### The clock network, run 1

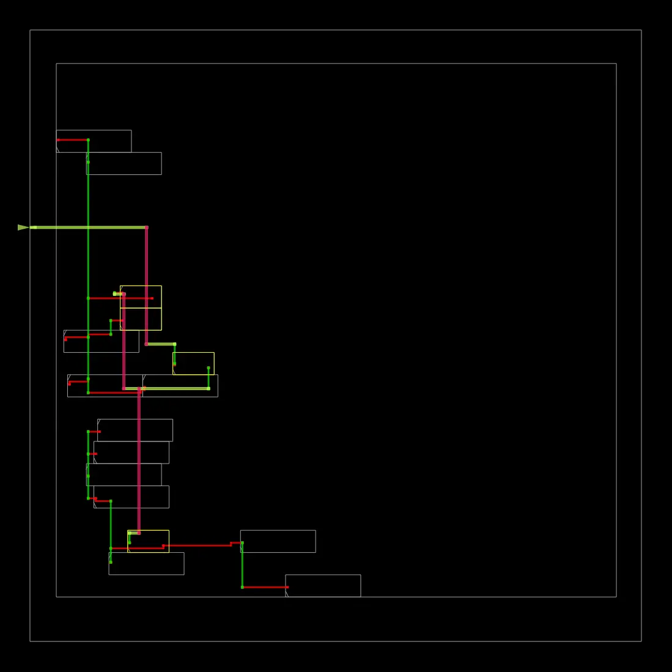
### Layout detail, run 1

Region (46, 46) to (66, 66) um. Cells in gray, sequential cells in the stronger gray; small squares are vias.
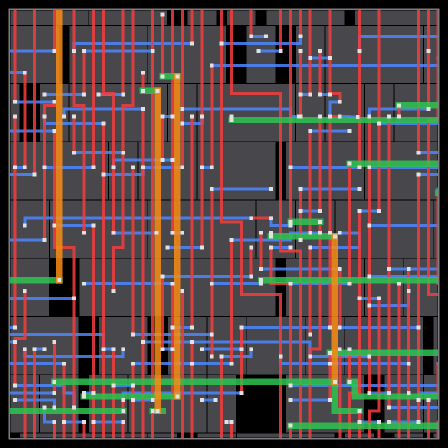
### Nets reached from selected ports, run 1

Drawn at 4 px/um.
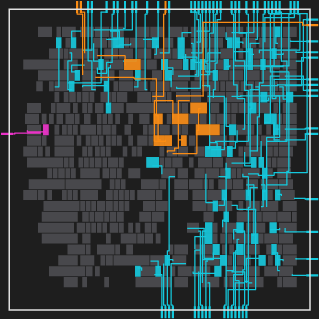
### Signal wires on met2, run 1

Drawn at 4 px/um. Cells faint in the background.
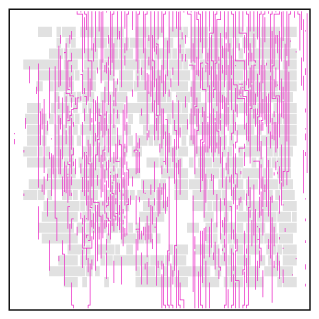
Design shake_absorb_ctrl, sky130hd; sources not shown.
==> results.txt <==
Implementation status.

- The flow ran to the end, and the final reports show no timing, DRC or antenna violations.
- The tally of filler cells in the layout is around 320.
- The synthesized design spends more area on one cell type than any other, namely sky130_fd_sc_hd__dfrtp_1.
- The flip-flop count of the largest register, all copies and words added is 5.
- Looking at the clock tree report, the H-tree level count equals 1.
- Wire segments on met2 add up to 3960 um in the final route.
- The most frequently placed logic cell in the final layout is sky130_fd_sc_hd__clkdlybuf4s50_1.
- The area occupied by multi-input gates is between 0.001 and 0.0015 mm^2.
- The critical path maximum fanout is 7.
- The combined buffer and inverter count along the critical path is 4.
- The final timing report lists a hold violation count of 0.
- The achievable clock frequency is ~0.33 GHz.
- The total number of nets in the final design is around 550.
- In the synthesized netlist the async set-or-reset flop fraction comes to 100%.
- The per-cell routed wire length is roughly 14 um.
- The number of antenna violations at the first check in global routing is 0.
- From left edge to right edge, the die measures approximately 75 um.
- The layer carrying the most global-route usage is met2.
- In the Yosys stats the netlist draws on 28 distinct library cells.
- Counting the warning lines in the Yosys log gives 0.
- The overall power of the completed layout is ~1.6 mW.
- The required time at the endpoint of the critical path is 2480 ps.
- Yosys attributes the largest share of cell area to sky130_fd_sc_hd__dfrtp_1, sky130_fd_sc_hd__nand2_1, sky130_fd_sc_hd__nor2_1.
- The post-synthesis net count is a little under 400.
- The power report puts the leakage power at around 2.4 nW.
- Counting cells, the worst reg-to-reg path comes to 11.
- The number of clock sinks is 12.
- The placement summary gives the final routability congestion estimate as about 0.93.
- The uppermost signal routing layer after detailed routing is met4.
- Among all flip-flop cells after synthesis, the most frequent one is sky130_fd_sc_hd__dfrtp_1.
- In the routed design, unresolved DRC markers number 0.
- The area taken by flip-flops and latches is roughly 300 um^2.
- Looking at the post-CTS report, the setup buffer insertion count equals 0.
- The number of OpenROAD warnings is 29.
- The floorplan step records an initial core utilization of between 30% and 40%.
- The final critical path takes up a little over nine tenths of the cycle.
- The number of max-cap violations is 0.
- The post-synth count of flops with an enable pin is 0.
- The number of instances in the placed design is about 500.
- The endpoint arrival time on the critical path is ~2400 ps.
- The number of gates on the worst path with buffers counted is 9.
- The flow measured a signed area growth from synthesis to layout of 109%.
- Global routing used 23.9% of the available tracks.
- Per the post-route antenna check, the number of violating nets is 0.
- The area fraction of the largest cell type after synthesis is 18.1%.
- In this run the cell area measured after placement is roughly 0.0032 mm^2.
- The setup slack at placement is -175 ps.
- The buffer depth of the longest clock path is 2.
- The fraction of met1 tracks used by global routing is 27.7%.
- The power per cell area is approximately 470 mW/mm^2.
- In this run the critical path is formed by clkdlybuf4s50_1, inv_1, nor2_4, inv_2, nor2_4, nand2_2, o21ai_4, nor2_1, clkdlybuf4s50_1.
- The post-CTS clock slew at the launch and capture registers of the worst setup and hold paths is around 50 ps.
- In the post-synthesis netlist, the cell with the most instances is sky130_fd_sc_hd__nand2_1.
- The synthesized design contains 12 register bits.
- The area of the die is 0.00560 mm^2.
- The register area share after synthesis is 18.1%.
- The first detailed-routing pass ran for 4 iterations.
- Between clock sinks in the finished design, the worst skew comes to a little over 4 ps.
- The core utilization of the finished layout is between 70 and 80%.
- The first global-routing pass estimated between 10000 and 15000 um of wire.
- For reference, the top cells by count after synthesis are sky130_fd_sc_hd__nand2_1, sky130_fd_sc_hd__nor2_1, sky130_fd_sc_hd__inv_1, sky130_fd_sc_hd__a21oi_1, sky130_fd_sc_hd__o21ai_0.
- The final antenna diode count is 0.
- The actual transition at the worst max-transition pin is about 460 ps.
- The max-slew check reports its worst relative slack as 69.1%.
- IR analysis of the VDD net gives a maximum drop of approximately 0.55 mV.
- The final hold slack is 524 ps.
- The row count is 24.
- In this design, the stage delay of the slowest critical-path cell is between 400 and 500 ps.
- In the placement report, post-DP HPWL is listed as 5940 um.
- The TritonCTS clock tree is done.
- The number of instances in the synthesized netlist is between 300 and 400.
- The slowest stage of the critical path belongs to the cell sky130_fd_sc_hd__clkdlybuf4s50_1.
- After the flow finishes, the layout carries non-filler instances totaling about 530.
- The worst setup path is captured at an output port.
- The number of gates resized after CTS is 7.
- The CTS root buffer is sky130_fd_sc_hd__clkbuf_8.
- The average instance in the mapped netlist occupies between 5 and 6 um^2.
- The worst setup path is launched from a primary input.
- The final timing report lists a max-slew violation count of 0.
- After layout, the worst setup slack is between 90 and 100 ps.
- The layout summary lists the proportion of cells stronger than drive strength 1 as about a tenth.
- The area of the mapped netlist is approximately 0.0017 mm^2.
- The setup TNS after final layout is 0 ps.
- The startpoint-to-endpoint class of the critical path is primary input to output port.
- The stat command in Yosys gives a chip area of roughly 0.0017 mm^2.
- Using the TritonRoute via totals, the vias-per-cell ratio works out to around 4.8.
- The top cell types in the final layout, fill and taps aside, are sky130_fd_sc_hd__clkdlybuf4s50_1, sky130_fd_sc_hd__nand2_1, sky130_fd_sc_hd__nor2_1.
- Measured along the y axis, the die boundary spans roughly 75 um.
Notes on 'The clock network' above:
worst-skew pair later-pin latency: 240 ps
TritonCTS Buffers: 3

Notes on 'Layout detail' above:
- blue: M1
- red: M2
- green: M3
- orange: M4
- cells with their middle in the window: 46
- most frequent: clkdlybuf4s50_1 (11), dlymetal6s2s_1 (9), a21oi_1 (8)
- sequential cells in the window: 0

Notes on 'Nets reached from selected ports' above:
- orange: in_bytes (bits 4; direction input; end cells 9; buffers 5; wire 206 um)
- cyan: sipo_data (bits 64; direction output; end cells 64; buffers 64; wire 1600 um)
- magenta: block_last (bits 1; direction output; end cells 1; buffers 1; wire 12.2 um)
PortBufs: 143
Ports: 144

Notes on 'Signal wires on met2' above:
- main direction: vertical
- longest straight run: 39.8 um
- nets with wire on the layer: 450
- wire length on this layer: 3960 um
- share of all routed wire: 53%
M2 GR Usage: 44.4%
via total after detailed routing: 2508
final WL: 7540 um

[run 1: power by group]
group          internal [mW]  switching, mW
clock                  0.112         0.0592
sequential             0.215         0.0753
combinational          0.536          0.649
total                  0.863          0.783
[run 1: area by class of cell]
cell class                 count  area share (%)
clock buffer                   4            1.59
inverter                      64            6.92
multi-input combinational    228            32.4
sequential                    12            8.65
tap                           52            1.87
timing repair buffer         165            48.6
[run 1: cell families after synthesis]
group / synth area share, %
AND-OR/OR-AND: 16.8
XOR/XNOR: 2.11
adder cells (fa/ha/maj): 3.77
buffers and inverters: 16.1
flip-flops: 18.1
AND/OR/NAND/NOR: 43.1
No activity file was given, so power comes from the tool's default toggle rates.
